### Port wiring

Scale bar: 10 um.
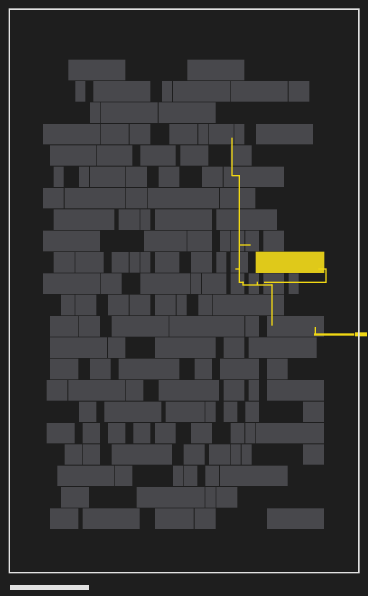
### Track usage over the die

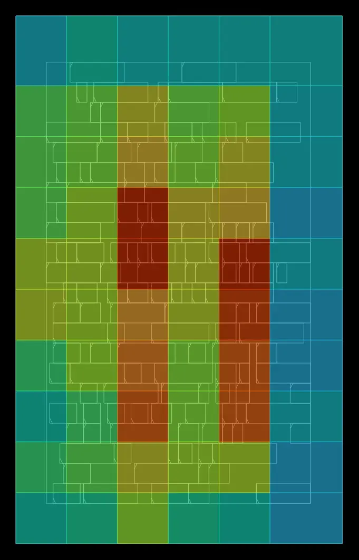
### The metal 1 layer

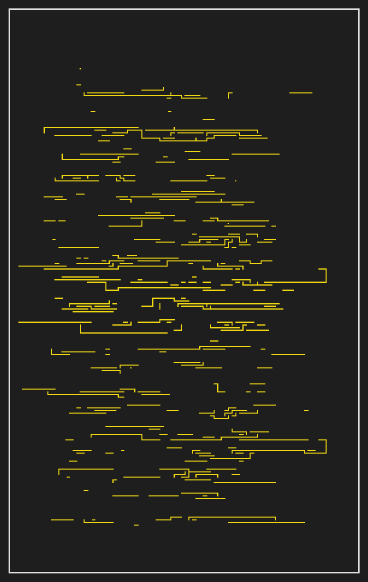
### Register map, names as in the netlist

Other sequential cells in the stronger grey, the rest of the logic in the fainter grey.
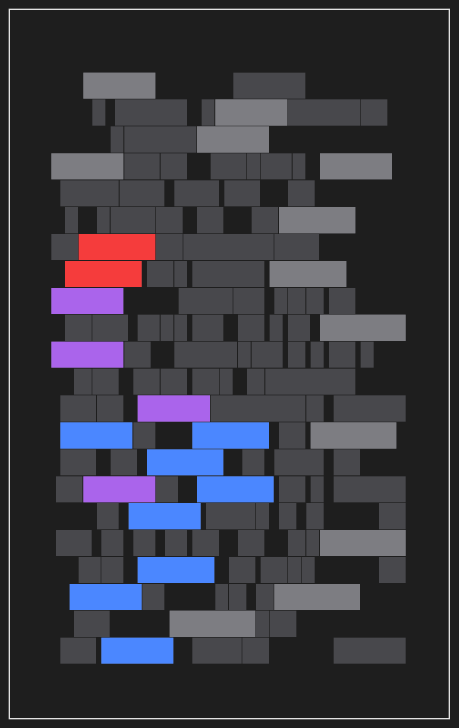
## config.mk

```make
export PLATFORM = sky130hd
export DESIGN_NAME = keypad_scanner
export DESIGN_NICKNAME = d
export VERILOG_FILES = /design/src/rtl/keypad_scanner.sv
export SDC_FILE = /design/constraint.sdc
export NUM_CORES = 1
export LEC_CHECK = 0
export CAP_MARGIN = 20
export CORE_ASPECT_RATIO = 1.75
export CORE_MARGIN = 4
export CORE_UTILIZATION = 44
export DETAILED_ROUTE_END_ITERATION = 8
export PLACE_DENSITY = 0.72
export SYNTH_ARGS = -nofsm -noshare
export SYNTH_HDL_FRONTEND = slang
export SYNTH_SLANG_ARGS = --single-unit
```

## constraint.sdc

```tcl
create_clock -name clk -period 1.4 [get_ports clk]
set_input_delay 0.14 -clock clk [delete_from_list [all_inputs] [get_ports clk]]
set_output_delay 0.14 -clock clk [all_outputs]
set_load 0.05 [all_outputs]
```

## src/rtl/keypad_scanner.sv

```systemverilog
// keypad_scanner: 4x4 matrix column scanner that locks onto a held key and reports it one-hot.
module keypad_scanner #(
  parameter int SCAN_DIV    = 4,
  parameter int SYNC_STAGES = 2
) (
  input  logic       clk,
  input  logic       reset,
  input  logic [3:0] rows_n,
  output logic [3:0] cols_n,
  output logic [7:0] key_code,
  output logic       key_pressed,
  output logic       new_key
);
  localparam int CW = SCAN_DIV > 1 ? $clog2(SCAN_DIV) : 1;
  typedef enum logic [1:0] {SCAN = 2'd0, HOLD = 2'd1} state_t;
  state_t state, state_n;
  logic [SYNC_STAGES-1:0][3:0] sync;
  logic [3:0] rows_act, pri_row;
  logic [CW-1:0] cnt, cnt_n;
  logic [1:0] col_idx, col_n;
  logic [7:0] code_n;
  logic new_n, sample;
  assign rows_act = ~sync[SYNC_STAGES-1];
  assign sample = cnt == CW'(SCAN_DIV - 1);
  assign pri_row = rows_act[0] ? 4'b0001 : rows_act[1] ? 4'b0010 :
                   rows_act[2] ? 4'b0100 : rows_act[3] ? 4'b1000 : 4'b0000;
  assign key_pressed = state == HOLD;
  always_comb begin
    state_n = state;
    cnt_n = cnt;
    col_n = col_idx;
    code_n = key_code;
    new_n = 1'b0;
    case (state)
      SCAN: begin
        cnt_n = sample ? '0 : cnt + CW'(1);
        if (sample && |rows_act) begin
          state_n = HOLD;
          code_n = {pri_row, 4'b0001 << col_idx};
          new_n = 1'b1;
        end else if (sample) begin
          col_n = col_idx + 2'd1;
        end
      end
      // only the captured row keeps the lock; everything else is ignored
      HOLD: if (~|(rows_act & key_code[7:4])) begin
        state_n = SCAN;
        col_n = col_idx + 2'd1;
        cnt_n = '0;
      end
      default: begin
        state_n = SCAN;
        col_n = 2'd0;
        cnt_n = '0;
      end
    endcase
  end
  always_ff @(posedge clk) begin
    if (reset) begin
      state <= SCAN;
      cnt <= '0;
      col_idx <= 2'd0;
      cols_n <= 4'b1110;
      key_code <= 8'h00;
      new_key <= 1'b0;
      sync <= '1;
    end else begin
      state <= state_n;
      cnt <= cnt_n;
      col_idx <= col_n;
      cols_n <= ~(4'b0001 << col_n);
      key_code <= code_n;
      new_key <= new_n;
      sync <= {sync[SYNC_STAGES-2:0], rows_n};
    end
  end
endmodule

```

==> metrics.yaml <==
h-tree-depth: 1
overflow: 0
num_io_pins: 20
maxCapViolations: 0
cts.sinks: 26
grt_pass1_vias: 862
max_freq_mhz: 688
dieWidth_um: 44.3
cp-start-kind: "flop"
chipHeight_um: 71.6
nets: 151
routabilityCongestion: 0.750
synth_stat.cells: 98
tool_warnings: 33
drt-total-wl_um: 2140
grt_max_degree: 15
power_density_nw_per_um2: 877
crit_fanout: 3
worstSetupPathType: "flop to flop"
cts_hold_buffers: 0
synthTopCellsByCount: "dfxtp_1, nor2_1, a21oi_1, or2_2, ha_1"
grt_pass1_wl_um: 3620
slew_viol_final: 0
vias: 819
grt_antenna_before_repair: 0
clock-root-buffer: "clkbuf_4"
top_area_cell: "dfxtp_1"
insertion_delay_ps: 330
synth-edff-count: 0
r2r_start: "sync[6]$_SDFF_PP1_"
period_needed_ps: 1450
yosys_warnings: 0
antenna_cells: 0
synth_top_area_share_pct: 51.2
seq_area_frac_synth_pct: 51.2
hold_violations: 0
fp_nets: 110
yosysMostFrequentCell: "dfxtp_1"
cts_tree: "yes"
outcome: "complete, but fails checks"
grt_util_all_layers_pct: 15.7
tightest_slew_ps: 366
yosysUniqueCellTypes: 26
placed_cells: 155
avgViaCountPerCell: 5.06
crit_path_top_delay_cell: "dfxtp_2"
dp_hpwl_um: 1610
fp-row-count: 22
cp_cell_sequence: "nand2b_4 -> o2111ai_4 -> o22a_4 -> xnor2_2 -> or3_1"
max-slew-margin-rel_pct: 75.3
rsz0062_at_grt: "yes"
required_ps: 1620
fp_util_pct: 47.3
synthArstFlopShare_pct: 0
ys_area_um2: 1020
violations: "setup timing"
ant_nets: 0
cp_slowest_stage_delay_ps: 360
drc: 0
fin_area_um2: 1540
ys.flops: 26
whs_ps: 364
hold_start: "rows_n[0]"
endpoint: "cols_n[3]$_SDFF_PP1_"
area_growth_pct: 51.4
core_um2: 2150
synthesis.area_um2: 1020
finClkSkew_ps: 5.19
min_path_type: "input port to flop"
post-route-util_pct: 71.6
p_leak_uw: 0.000668
peakVddDrop_mv: 0.674
min_period_over_period_pct: 104
finalSetupViolCount: 2
synth_area_per_cell_um2: 10.4
cts_made_buffers: 3
netlist_instances: 98
worstPathArrival_ps: 1680
startpoint: "sync[6]$_SDFF_PP1_"
clk_path_buf_depth: 2
ff_type: "dfxtp_1"
dpl_cell_area_um2: 1440
r2r_end: "cols_n[3]$_SDFF_PP1_"
reg2reg_slack_ps: -50
drt_iter0_markers: 20
first_pass_iters: 6
clkTransAtPathRegs_ps: 130
fin_cells: 162
end_kind: "flop"
ff2ff_path_depth: 5
fillers: 169
drive_above_1_share_pct: 52.9
numPortBuffers: 19
fin_ws_ps: -53.3
topCellsByArea: "dfxtp_1, ha_1, or2_2"
chipArea_um2: 3170
## Picture notes: 'Port wiring'
[yellow] `key_pressed` | direction: output | end cells: 1 | buffers: 2 | wire: 47.2 um

## Picture notes: 'Track usage over the die'
grt met3 use: 1.76%
per-cell routed wire length: 13.2 um

## Picture notes: 'The metal 1 layer'
wire length on this layer: 822 um
nets with wire on the layer: 128
longest straight run: 14.3 um

## Picture notes: 'Register map, names as in the netlist'
[red] `col_idx` | sequential cells: 2
[purple] `cols_n` | sequential cells: 4 | where: west
[blue] `sync` | sequential cells: 8
not coloured: 12

stage by stage:
stage          TNS [ps]  setup slack [ps]  power [uW]
6_report          -98.6             -53.3        1350
3_5_place_dp       -192             -87.4        1020
3_3_place_gp      -64.4             -34.3        1000
2_1_floorplan      -124             -46.3         918
5_1_grt            -421              -118        1420
4_1_cts           -93.7             -49.7        1360
power by group:
part	leakage, uW	internal [uW]	switching [uW]
clock	0.0000154	105	223
combinational	0.000436	119	115
sequential	0.000216	766	20.5
cell families after synthesis:
family | share of synthesized area, %
adder cells (fa/ha/maj) | 7.39
AND-OR/OR-AND | 11.7
AND/OR/NAND/NOR | 19.8
XOR/XNOR | 1.72
multiplexers | 5.42
buffers and inverters | 2.71
flip-flops | 51.2
layout make-up:
type / count / area, um^2 / area share [%]
sequential: 26 / 549 / 35.7
clock buffer: 3 / 22.5 / 1.46
timing repair buffer: 39 / 393 / 25.5
multi-input combinational: 65 / 524 / 34.1
clock inverter: 1 / 3.75 / 0.244
tap: 24 / 30.0 / 1.95
inverter: 4 / 15.0 / 0.976
worst min-delay path by stage:
stage / slack [ps] / end / cells after the start
6_report: 360 / sync[0]$_SDFF_PP1_ / 2
5_1_grt: 360 / sync[0]$_SDFF_PP1_ / 2
4_1_cts: 360 / sync[0]$_SDFF_PP1_ / 2
3_5_place_dp: 400 / sync[6]$_SDFF_PP1_ / 1
3_3_place_gp: 390 / sync[4]$_SDFF_PP1_ / 1
2_1_floorplan: 240 / cols_n[2]$_SDFF_PP1_ / 1
worst max-delay path: cells and delay by family, from the launching register on:
kind | cells | cell delay [ps]
AND/OR/NAND/NOR | 2 | 480
AND-OR/OR-AND | 2 | 370
XOR/XNOR | 1 | 140
flip-flops | 1 | 360
repair_timing:
item	CTS	global route
resized	14	1
pin swaps	4	2
endpoints found under the setup margin	6	10
buffers inserted	2	1
layout by cell type, fill, tap and decap left out, drive strengths merged:
cell,count
inv,4
nand3b,1
ha,6
clkinv,1
nand2b,3
or2,8
mux2i,4
nor2,13
buf,34
nand2,5
mux2,1
clkdlybuf4s50,5
nor3,2
dfxtp,26
nor3b,1
o22a,1
a21oi,8
a31o,1
o2111ai,1
xnor2,2
nand3,2
a31oi,1
nand4,1
clkbuf,3
o22ai,1
nor4b,1
or3,2
per-layer routing:
layer | wire [um] | track usage [%] | vias to the layer above
li1 | - | - | 408
met1 | 822 | 16.6 | 383
met2 | 1170 | 26.6 | 20
met3 | 68 | 1.76 | 8
met4 | 80 | 12.4 | 0
met5 | 0 | 0 | -
state kept, by name, indices dropped and copies added, names as in the netlist:
register  flops
key_code      8
cols_n        4
new_key       1
col_idx       2
state         1
cnt           2
sync          8
Power is estimated from default activity; no workload was simulated.
